## src/rtl/modadd_prefix_pipe_if.sv

```systemverilog
// Handshake and data bundle between the hashed/enveloped cell rows and the
// prefix/select back end of the modular adder.
interface modadd_prefix_pipe_if #(
  parameter int N_bits = 7
);

  logic              in_valid;
  logic              in_ready;
  logic [N_bits-1:0] gi;
  logic [N_bits-1:0] pi;
  logic [N_bits-1:0] hi;
  logic [N_bits-1:0] gi_prim;
  logic [N_bits-1:0] pi_prim;
  logic [N_bits-1:0] hi_prim;
  logic              bpi1_msb;
  logic              out_valid;
  logic              out_ready;
  logic [N_bits-1:0] sum;
  logic              wrap;

  // Producer of the row vectors and consumer of the sum.
  modport master (
    output in_valid, gi, pi, hi, gi_prim, pi_prim, hi_prim, bpi1_msb, out_ready,
    input  in_ready, out_valid, sum, wrap
  );

  // The adder back end.
  modport slave (
    input  in_valid, gi, pi, hi, gi_prim, pi_prim, hi_prim, bpi1_msb, out_ready,
    output in_ready, out_valid, sum, wrap
  );

endinterface

```

## src/rtl/modadd_prefix_pipe.sv

```systemverilog
// Pipelined back end of the modular adder. Two Kogge-Stone carry networks run
// side by side, one prefix level per register stage: one for A+B (from the
// hashed-row g/p/h) and one for A+B+K (from the enveloped-row g'/p'/h'). A final
// register stage picks the K-adjusted sum whenever A+B+K carries past 2^N, which
// is exactly the A+B >= M case. Every stage is elastic: it loads when empty or
// when the stage after it is taking its current contents.
module modadd_prefix_pipe #(
  parameter int N_bits = 7,
  parameter int STAGES = $clog2(N_bits)
) (
  input  logic                 clk,
  input  logic                 rst,
  modadd_prefix_pipe_if.slave  bus
);

  // Both networks' (G,P), both half-sum rows, and the 2^N-weight b' bit.
  typedef struct packed {
    logic [N_bits-1:0] g;
    logic [N_bits-1:0] p;
    logic [N_bits-1:0] gp;
    logic [N_bits-1:0] pp;
    logic [N_bits-1:0] h;
    logic [N_bits-1:0] hp;
    logic              msb;
  } stage_t;

  stage_t            st_q   [STAGES];
  stage_t            stg_in [STAGES];
  stage_t            st_d   [STAGES];
  logic [STAGES-1:0] vld_q;
  logic [STAGES-1:0] vin;
  logic [STAGES:0]   take;

  logic              out_valid_q;
  logic [N_bits-1:0] sum_q;
  logic              wrap_q;

  logic [N_bits-1:0] carry;
  logic [N_bits-1:0] carry_p;
  logic [N_bits-1:0] s1;
  logic [N_bits-1:0] s2;
  logic              co2;
  logic [N_bits-1:0] sum_d;

  // One Kogge-Stone level at span d for the generate vector.
  function automatic logic [N_bits-1:0] pfx_g(input logic [N_bits-1:0] g,
                                              input logic [N_bits-1:0] p,
                                              input int d);
    logic [N_bits-1:0] r;
    r = g;
    for (int i = 0; i < N_bits; i++) begin
      if (i >= d) r[i] = g[i] | (p[i] & g[i-d]);
    end
    return r;
  endfunction

  // One Kogge-Stone level at span d for the propagate vector.
  function automatic logic [N_bits-1:0] pfx_p(input logic [N_bits-1:0] p,
                                              input int d);
    logic [N_bits-1:0] r;
    r = p;
    for (int i = 0; i < N_bits; i++) begin
      if (i >= d) r[i] = p[i] & p[i-d];
    end
    return r;
  endfunction

  // Load enables, walked back from the output: a stage may load when it is
  // empty or when its occupant moves forward this cycle.
  always_comb begin
    take = '0;
    take[STAGES] = !out_valid_q || bus.out_ready;
    for (int k = STAGES - 1; k >= 0; k--) begin
      take[k] = !vld_q[k] || take[k+1];
    end
  end

  assign bus.in_ready = take[0];

  // Source of each stage: the bus for stage 0, the previous register otherwise.
  always_comb begin
    stg_in[0].g   = bus.gi;
    stg_in[0].p   = bus.pi;
    stg_in[0].gp  = bus.gi_prim;
    stg_in[0].pp  = bus.pi_prim;
    stg_in[0].h   = bus.hi;
    stg_in[0].hp  = bus.hi_prim;
    stg_in[0].msb = bus.bpi1_msb;
    vin[0]        = bus.in_valid;
    for (int k = 1; k < STAGES; k++) begin
      stg_in[k] = st_q[k-1];
      vin[k]    = vld_q[k-1];
    end
  end

  // Prefix level k (span 2^k) applied to both networks; h rows ride along.
  always_comb begin
    for (int k = 0; k < STAGES; k++) begin
      st_d[k]    = stg_in[k];
      st_d[k].g  = pfx_g(stg_in[k].g, stg_in[k].p, 1 << k);
      st_d[k].p  = pfx_p(stg_in[k].p, 1 << k);
      st_d[k].gp = pfx_g(stg_in[k].gp, stg_in[k].pp, 1 << k);
      st_d[k].pp = pfx_p(stg_in[k].pp, 1 << k);
    end
  end

  // Prefix stage registers; data only captured for a real (valid) arrival so
  // bubbles leave the previous contents untouched.
  always_ff @(posedge clk or posedge rst) begin
    if (rst) begin
      vld_q <= '0;
      for (int k = 0; k < STAGES; k++) st_q[k] <= '0;
    end else begin
      for (int k = 0; k < STAGES; k++) begin
        if (take[k]) vld_q[k] <= vin[k];
        if (take[k] && vin[k]) st_q[k] <= st_d[k];
      end
    end
  end

  // Final sum select: the carry into bit i is the group generate of bits
  // [i-1:0]; co2 is the 2^N carry of A+B+K, i.e. A+B >= M.
  always_comb begin
    carry   = {st_q[STAGES-1].g[N_bits-2:0], 1'b0};
    carry_p = {st_q[STAGES-1].gp[N_bits-2:0], 1'b0};
    s1      = st_q[STAGES-1].h ^ carry;
    s2      = st_q[STAGES-1].hp ^ carry_p;
    co2     = st_q[STAGES-1].msb | st_q[STAGES-1].gp[N_bits-1];
    sum_d   = co2 ? s2 : s1;
  end

  // Output register; holds sum/wrap while the consumer stalls.
  always_ff @(posedge clk or posedge rst) begin
    if (rst) begin
      out_valid_q <= 1'b0;
      sum_q       <= '0;
      wrap_q      <= 1'b0;
    end else if (take[STAGES]) begin
      out_valid_q <= vld_q[STAGES-1];
      if (vld_q[STAGES-1]) begin
        sum_q  <= sum_d;
        wrap_q <= co2;
      end
    end
  end

  assign bus.out_valid = out_valid_q;
  assign bus.sum       = sum_q;
  assign bus.wrap      = wrap_q;

endmodule

```

## src/flat_wrapper.sv

```systemverilog
// flat-port wrapper written by rule: the top's interface ports become plain ports
module modadd_prefix_pipe_flat 
#(
  parameter int N_bits = 7,
  parameter int STAGES = $clog2(N_bits)
)
  (clk, rst, bus_in_valid, bus_gi, bus_pi, bus_hi, bus_gi_prim, bus_pi_prim, bus_hi_prim, bus_bpi1_msb, bus_out_ready, bus_in_ready, bus_out_valid, bus_sum, bus_wrap);
  modadd_prefix_pipe_if #(.N_bits(N_bits)) bus_i ();
  input  logic clk;
  input  logic rst;
  input wire logic [$bits(bus_i.in_valid)-1:0] bus_in_valid;
  input wire logic [$bits(bus_i.gi)-1:0] bus_gi;
  input wire logic [$bits(bus_i.pi)-1:0] bus_pi;
  input wire logic [$bits(bus_i.hi)-1:0] bus_hi;
  input wire logic [$bits(bus_i.gi_prim)-1:0] bus_gi_prim;
  input wire logic [$bits(bus_i.pi_prim)-1:0] bus_pi_prim;
  input wire logic [$bits(bus_i.hi_prim)-1:0] bus_hi_prim;
  input wire logic [$bits(bus_i.bpi1_msb)-1:0] bus_bpi1_msb;
  input wire logic [$bits(bus_i.out_ready)-1:0] bus_out_ready;
  output wire logic [$bits(bus_i.in_ready)-1:0] bus_in_ready;
  output wire logic [$bits(bus_i.out_valid)-1:0] bus_out_valid;
  output wire logic [$bits(bus_i.sum)-1:0] bus_sum;
  output wire logic [$bits(bus_i.wrap)-1:0] bus_wrap;
  assign bus_i.in_valid = bus_in_valid;
  assign bus_i.gi = bus_gi;
  assign bus_i.pi = bus_pi;
  assign bus_i.hi = bus_hi;
  assign bus_i.gi_prim = bus_gi_prim;
  assign bus_i.pi_prim = bus_pi_prim;
  assign bus_i.hi_prim = bus_hi_prim;
  assign bus_i.bpi1_msb = bus_bpi1_msb;
  assign bus_i.out_ready = bus_out_ready;
  assign bus_in_ready = bus_i.in_ready;
  assign bus_out_valid = bus_i.out_valid;
  assign bus_sum = bus_i.sum;
  assign bus_wrap = bus_i.wrap;
  modadd_prefix_pipe #(.N_bits(N_bits), .STAGES(STAGES)) u_core (.clk(clk), .rst(rst), .bus(bus_i));
endmodule
```

## config.mk

```make
export PLATFORM = sky130hd
export DESIGN_NAME = modadd_prefix_pipe_flat
export DESIGN_NICKNAME = d
export VERILOG_FILES = /design/src/rtl/modadd_prefix_pipe_if.sv /design/src/rtl/modadd_prefix_pipe.sv /design/src/flat_wrapper.sv
export SDC_FILE = /design/constraint.sdc
export NUM_CORES = 1
export LEC_CHECK = 0
export CORE_MARGIN = 2
export CORE_UTILIZATION = 56
export DETAILED_ROUTE_END_ITERATION = 8
export PLACE_DENSITY_LB_ADDON = 0.3
export SYNTH_ARGS = -nofsm -noshare
export SYNTH_HDL_FRONTEND = slang
export SYNTH_SLANG_ARGS = --single-unit
```

## constraint.sdc

```tcl
create_clock -name clk -period 7.86 [get_ports clk]
set_clock_uncertainty 0.05 [all_clocks]
set_input_delay 1.965 -clock clk [delete_from_list [all_inputs] [get_ports clk]]
set_output_delay 1.965 -clock clk [all_outputs]
set_load 0.01 [all_outputs]
```

run_1/pins.png
(4 px per um) Pins as bars across the die edge, other pins in gray.
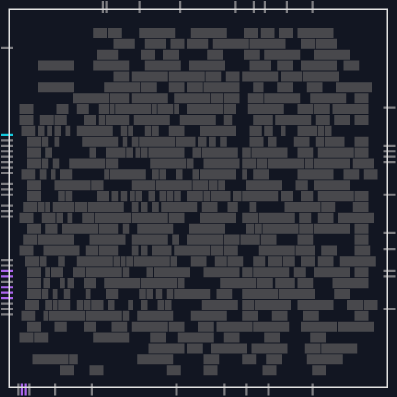
Key: bus_in_valid = cyan [pins 1, direction input, edge left]; bus_pi = purple [pins 7, direction input, edge 5 left, 2 bottom]

run_1/port_nets.png
(3 px per um)
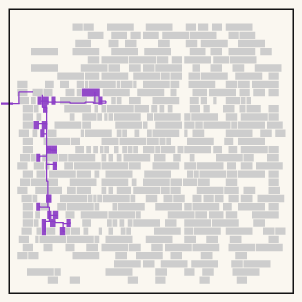
Key: bus_in_valid = purple [direction input, edge left, end cells 22, buffers 1, wire 123 um]
Top Ports: 57
PortBufs: 52

run_1/metal_stack.png
(3 px per um) Only two layers are drawn.
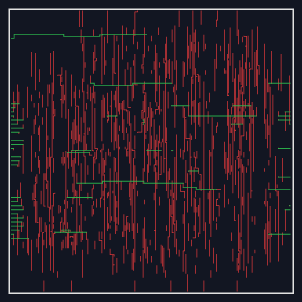
Key: met3 = green [wire length 320 um]; met2 = red [wire length 4090 um]
GRT Resource Usage Total: 20.7%
Detailed Route WL: 8170 um
via count: 2796

run_1/met2.png
(4 px per um)
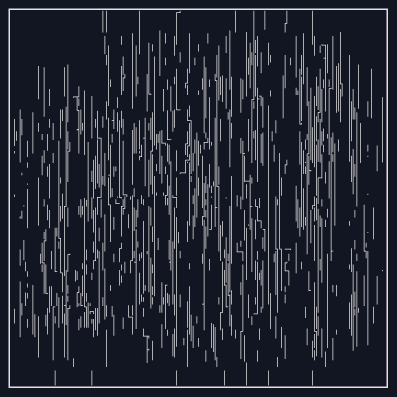
The wires run mostly vertical. The layer carries 4090 um of wire. 380 nets have wire on it. The longest straight run is 49.6 um. The layer holds 50% of the routed length.
grt met2 use: 33.8%

run 1: power by group:
part           internal, mW  total, mW  switching, mW  leakage [nW]
combinational         0.237      0.389          0.152         0.779
sequential            0.717      0.822          0.105          1.28
clock                 0.148      0.325          0.176        0.0938
run 1: layout make-up:
type / count / share of cell area, %
timing repair buffer: 54 / 10.1
inverter: 4 / 0.330
multi-input combinational: 212 / 31.7
sequential: 110 / 51.8
clock inverter: 2 / 0.283
tap: 102 / 2.40
clock buffer: 13 / 3.37
run 1: through the flow:
stage	setup slack [ns]	cell area, sq um	std cells	hold slack, ns
2_1_floorplan	2.94	4550	342	0.420
3_3_place_gp	2.12	5120	482	0.436
3_5_place_dp	2.10	5120	482	0.443
4_1_cts	2.06	5310	497	0.465
5_1_grt	1.87	5310	497	0.469
6_report	2.06	5310	497	0.460
==> GITHUB_STEP_SUMMARY, run 1 <==
### Yosys + OpenROAD results

| Metric | Value |
|---|---|
| Flip-flops with a built-in enable | `0` |
| TritonRoute pass-1 iters | `4` |
| H-Tree Depth | `3` |
| Post-synthesis cell count | `between 300 and 400` |
| Final hold violation count | `0` |
| Synth warnings | `0` |
| PostCTS Resize Cnt | `0` |
| Req. time, crit path | `about 5.9 ns` |
| WHS Endpoint | `u_core.carry[4]` |
| Dominant comb cell | `multiplexers` |
| XOR-XNOR Cells, Area Fraction | `under 10%` |
| Status | `finished, final reports clean` |
| Busiest layer in global routing | `met2` |
| Sink Count | `110` |
| Cell mode on critical path | `clkdlybuf4s50_1` |
| Reg clk slew, reported paths | `around 0.09 ns` |
| Max Used Layer | `met4` |
| CP Buf/Inv Count | `4` |
| Die W | `around 94 um` |
| Final period utilization | `around three quarters` |
| CP max stage cell | `clkdlybuf4s50_1` |
| TritonCTS Buffers | `9` |
| Largest register FFs | `44` |
| Pwr Total | `between 1.5 and 2 mW` |
| Final nets | `between 400 and 500` |
| Crit end category | `output port` |
| Reg2reg end | `u_core.st_d[44]` |
| Worst Hold Path Cells | `1` |
| Most frequent cell after synthesis | `dfrtp_1` |
| Met1 Use GR | `between 20% and 30%` |
| Post-DP HPWL | `~5700 um` |
| Reg with most FFs | `u_core.st_q` |
| First-pass GRT wire length | `between 10000 and 15000 um` |
| MI comb area | `about 1700 sq um` |
| Met2 Routed Length | `between 4000 and 5000 um` |
| Mux area share | `18.4%` |
| Fin. max-slew vios | `0` |
| Leak | `~2.2 nW` |
| Clk buf depth | `2` |
| Starting DRT DRC Count | `roughly 150` |
| Pwr dens | `around 290 nW/um^2` |
==> inputs of run 2 (changes only) <==
--- a/config.mk
+++ b/config.mk
@@ -6,7 +6,7 @@
 export NUM_CORES = 1
 export LEC_CHECK = 0
 export CORE_MARGIN = 2
-export CORE_UTILIZATION = 56
+export CORE_UTILIZATION = 55
 export DETAILED_ROUTE_END_ITERATION = 8
 export PLACE_DENSITY_LB_ADDON = 0.3
 export SYNTH_ARGS = -nofsm -noshare
==> constraint.sdc (replaced) <==
create_clock -name clk -period 5.4 [get_ports clk]
set_clock_uncertainty 0.05 [all_clocks]
set_input_delay 1.35 -clock clk [delete_from_list [all_inputs] [get_ports clk]]
set_output_delay 1.35 -clock clk [all_outputs]
set_load 0.01 [all_outputs]
run_2/final_placement.png
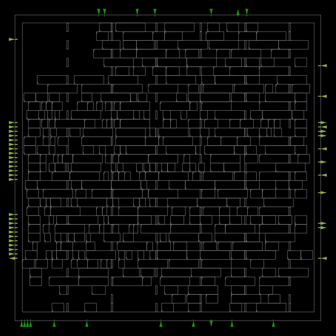
sequential share of cell area: 51.9%
Non-Filler Instances: 501
Site Rows: 33
fillers: 641

run_2/met2.png
(4 px per um)
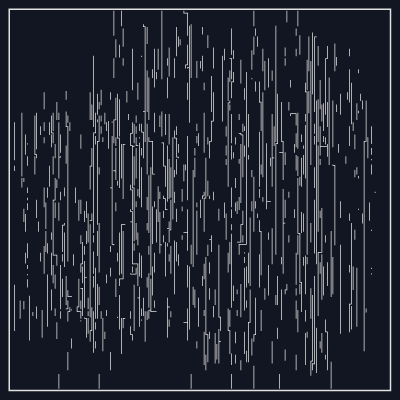
381 nets have wire on it. The wires run mostly vertical. The longest straight run is 52.4 um. The layer carries 3720 um of wire. The layer holds 48% of the routed length.

==> run 2 against run 1 <==
  * Cell count grew 0.80%
  * Sequential power grew 45%
  * Final area decreased by 0.19%
  * Worst setup slack got worse by 1.1 ns
  * Via count barely moved
  * Sequential cell count stayed put
  * Wire length down 4.3%
  * Critical path depth decreased by 1
  * Hold slack worse by 0.0074 ns
  * Sequential share of layout area is 0.098 points higher
  * Critical path type unchanged
==> GITHUB_STEP_SUMMARY, run 2 <==
### Yosys + OpenROAD results

| Metric | Value |
|---|---|
| Status | `finished, final reports clean` |
| Met2 Routed Length | `3720 um (-9.1%)` |
| Final instance area | `5300 sq um (-0.19%)` |
| First-pass GRT wire length | `13000 um (-6.3%)` |
| Placed cell areas | `5130 sq um (+0.22%)` |
| Detailed Route WL | `7810 um (-4.3%)` |
| Reg clk slew, reported paths | `0.10 ns (about the same)` |
| Post-DP HPWL | `5460 um (-4.1%)` |
| Die W | `95.0 um (+0.87%)` |
| Setup slack at placement | `0.956 ns (-1.14 ns)` |
| PortBufs | `52 (unchanged)` |
| Net Sw Frac | `28.5% (+0.21 points)` |
| MI comb area | `1680 sq um (unchanged)` |
| Synth warnings | `0 (unchanged)` |
| Post-route setup slack | `0.948 ns (-1.12 ns)` |
| Sink Count | `110 (unchanged)` |
| Pwr Total | `2.19 mW (+43%)` |
| GRT Resource Usage Total | `19.2% (-1.5 points)` |
| CP Buf/Inv Count | `3 (-1)` |
| Clock share of power | `20.2% (-0.9 points)` |
| Final period utilization | `approximately 82%` |
| Switch Pwr | `0.625 mW (+44%)` |
| Top Ports | `57 (unchanged)` |
| Pwr dens | `414 nW/um^2 (+43%)` |
| Dominant comb cell | `multiplexers` |
| Reg2reg end | `u_core.st_d[56]` |
| TritonRoute pass-1 iters | `4 (unchanged)` |
| PostCTS Resize Cnt | `0 (unchanged)` |
| Clk buf depth | `2 (unchanged)` |
| Seq power | `1.19 mW (+45%)` |
[run 2: cell types whose count changed in the layout (fill, tap and decap cells not counted)]
cell	delta
clkbuf_1	+1
inv_6	+2
clkinv_4	+1
buf_4	+1
clkinvlp_4	-2
clkbuf_8	-3
clkinv_2	+1
[run 2: area by class of cell]
| type | count | area share (%) |
|---|---|---|
| inverter | 4 | 0.330 |
| multi-input combinational | 212 | 31.8 |
| tap | 105 | 2.48 |
| clock inverter | 4 | 0.590 |
| sequential | 110 | 51.9 |
| clock buffer | 11 | 2.67 |
| timing repair buffer | 55 | 10.2 |
[run 2: layer usage]
layer / global-route usage [%] / vias to the layer above
met5: 0 / -
met4: 6.52 / 0
met3: 4.47 / 9
met2: 31.1 / 55
met1: 25.5 / 1397
li1: - / 1334
==> inputs of run 3 (changes only) <==
--- a/config.mk
+++ b/config.mk
@@ -6,7 +6,7 @@
 export NUM_CORES = 1
 export LEC_CHECK = 0
 export CORE_MARGIN = 2
-export CORE_UTILIZATION = 55
+export CORE_UTILIZATION = 50
 export DETAILED_ROUTE_END_ITERATION = 8
 export PLACE_DENSITY_LB_ADDON = 0.3
 export SYNTH_ARGS = -nofsm -noshare
==> constraint.sdc (replaced) <==
create_clock -name clk -period 3.6 [get_ports clk]
set_clock_uncertainty 0.05 [all_clocks]
set_input_delay 0.9 -clock clk [delete_from_list [all_inputs] [get_ports clk]]
set_output_delay 0.9 -clock clk [all_outputs]
set_load 0.01 [all_outputs]
run_3/met2.png
(4 px per um)
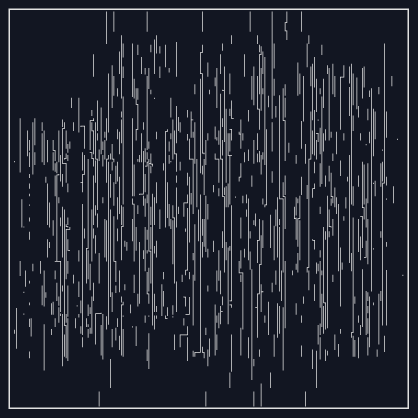
The layer carries 3980 um of wire. The layer holds 48% of the routed length. The longest straight run is 50.7 um. The wires run mostly vertical. 401 nets have wire on it.

run_3/port_nets.png
(3 px per um)
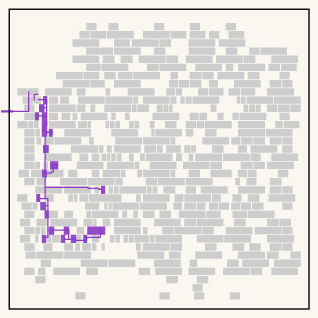
Key: bus_in_valid = purple [direction input, edge left, end cells 22, buffers 2, wire 133 um]

==> run 3 against run 2 <==
  * Hold slack improved by 0.0054 ns
  * First-iteration DRC count increased by 8.6%
  * Core utilization fell by 3.3 points
  * Clock power rose by 65%
  * Via count grew 2.6%
  * Critical endpoint unchanged
==> GITHUB_STEP_SUMMARY, run 3 <==
### Yosys + OpenROAD results

| Metric | Value |
|---|---|
| Status | `finished, final reports clean` |
| Sink Count | `110 (unchanged)` |
| First-pass GRT wire length | `14500 um (+12%)` |
| Post-DP HPWL | `5980 um (+9.7%)` |
| Via density per instance | `about 5.6` |
| Metal-1 WL | `3830 um` |
| Multi-input gates | `212 (unchanged)` |
| ClkCell Share | `3.60% (+0.34 points)` |
| Dominant comb cell | `multiplexers` |
| Final instance area | `5420 sq um (+2.3%)` |
| Met3 Usage GRT | `5.20% (+0.73 points)` |
| Signal inverters | `4 (unchanged)` |
| PostCTS Resize Cnt | `0 (unchanged)` |
| Pwr Total | `3.38 mW (+54%)` |
| Biggest Area Class | `sequential cells` |
| Tap cells | `108 (+2.9%)` |
| Met1 Use GR | `25.6% (+0.062 points)` |
| Site Rows | `34 (+3.0%)` |
| Synth warnings | `0 (unchanged)` |
| Top Ports | `57 (unchanged)` |
| Reg clk slew, reported paths | `0.09 ns (about the same)` |
| Post-route setup slack | `0.228 ns (-0.720 ns)` |
| Non-Filler Instances | `515 (+2.8%)` |
| Placed cell areas | `5230 sq um (+2.0%)` |
| Non-clock buffers | `66 (+20%)` |
| Clk buf depth | `2 (unchanged)` |
| Post-CTS Hold Buffers | `0` |
| Fillers | `722 (+13%)` |
| TritonRoute pass-1 iters | `4 (unchanged)` |
| Logic share of the area | `31.0% (-0.72 points)` |
| Clock buffer count | `10 (-1)` |
| Final period utilization | `between 90 and 100%` |
| Grt met2 use | `29.9% (-1.3 points)` |
| Reg2reg end | `u_core.st_d[9]` |
| Setup slack at placement | `0.243 ns (-0.713 ns)` |
| PortBufs | `52 (unchanged)` |
-- run 3: report_power, final --
group | switching, mW | total [mW] | internal (mW)
Combinational | 0.329 | 0.860 | 0.530
Clock | 0.391 | 0.730 | 0.340
Sequential | 0.225 | 1.79 | 1.57
Total | 0.946 | 3.38 | 2.44
-- run 3: critical path, stage by stage --
cell	delay, ns
clkdlybuf4s50_1	0.44
nand4b_1	0.19
buf_4	0.18
nor2_1	0.16
inv_1	0.06
clkdlybuf4s50_1	0.48
-- run 3: cells by family (layout without fill, tap and decap cells) --
group	Yosys count	after routing
AOI/OAI and AO/OA	90	90
xor gates and xnor gates	12	12
buffers and inverters	20	85
DFF	110	110
muxes	72	72
and+or+nand+nor	38	38
Power and IR drop assume default switching activity.
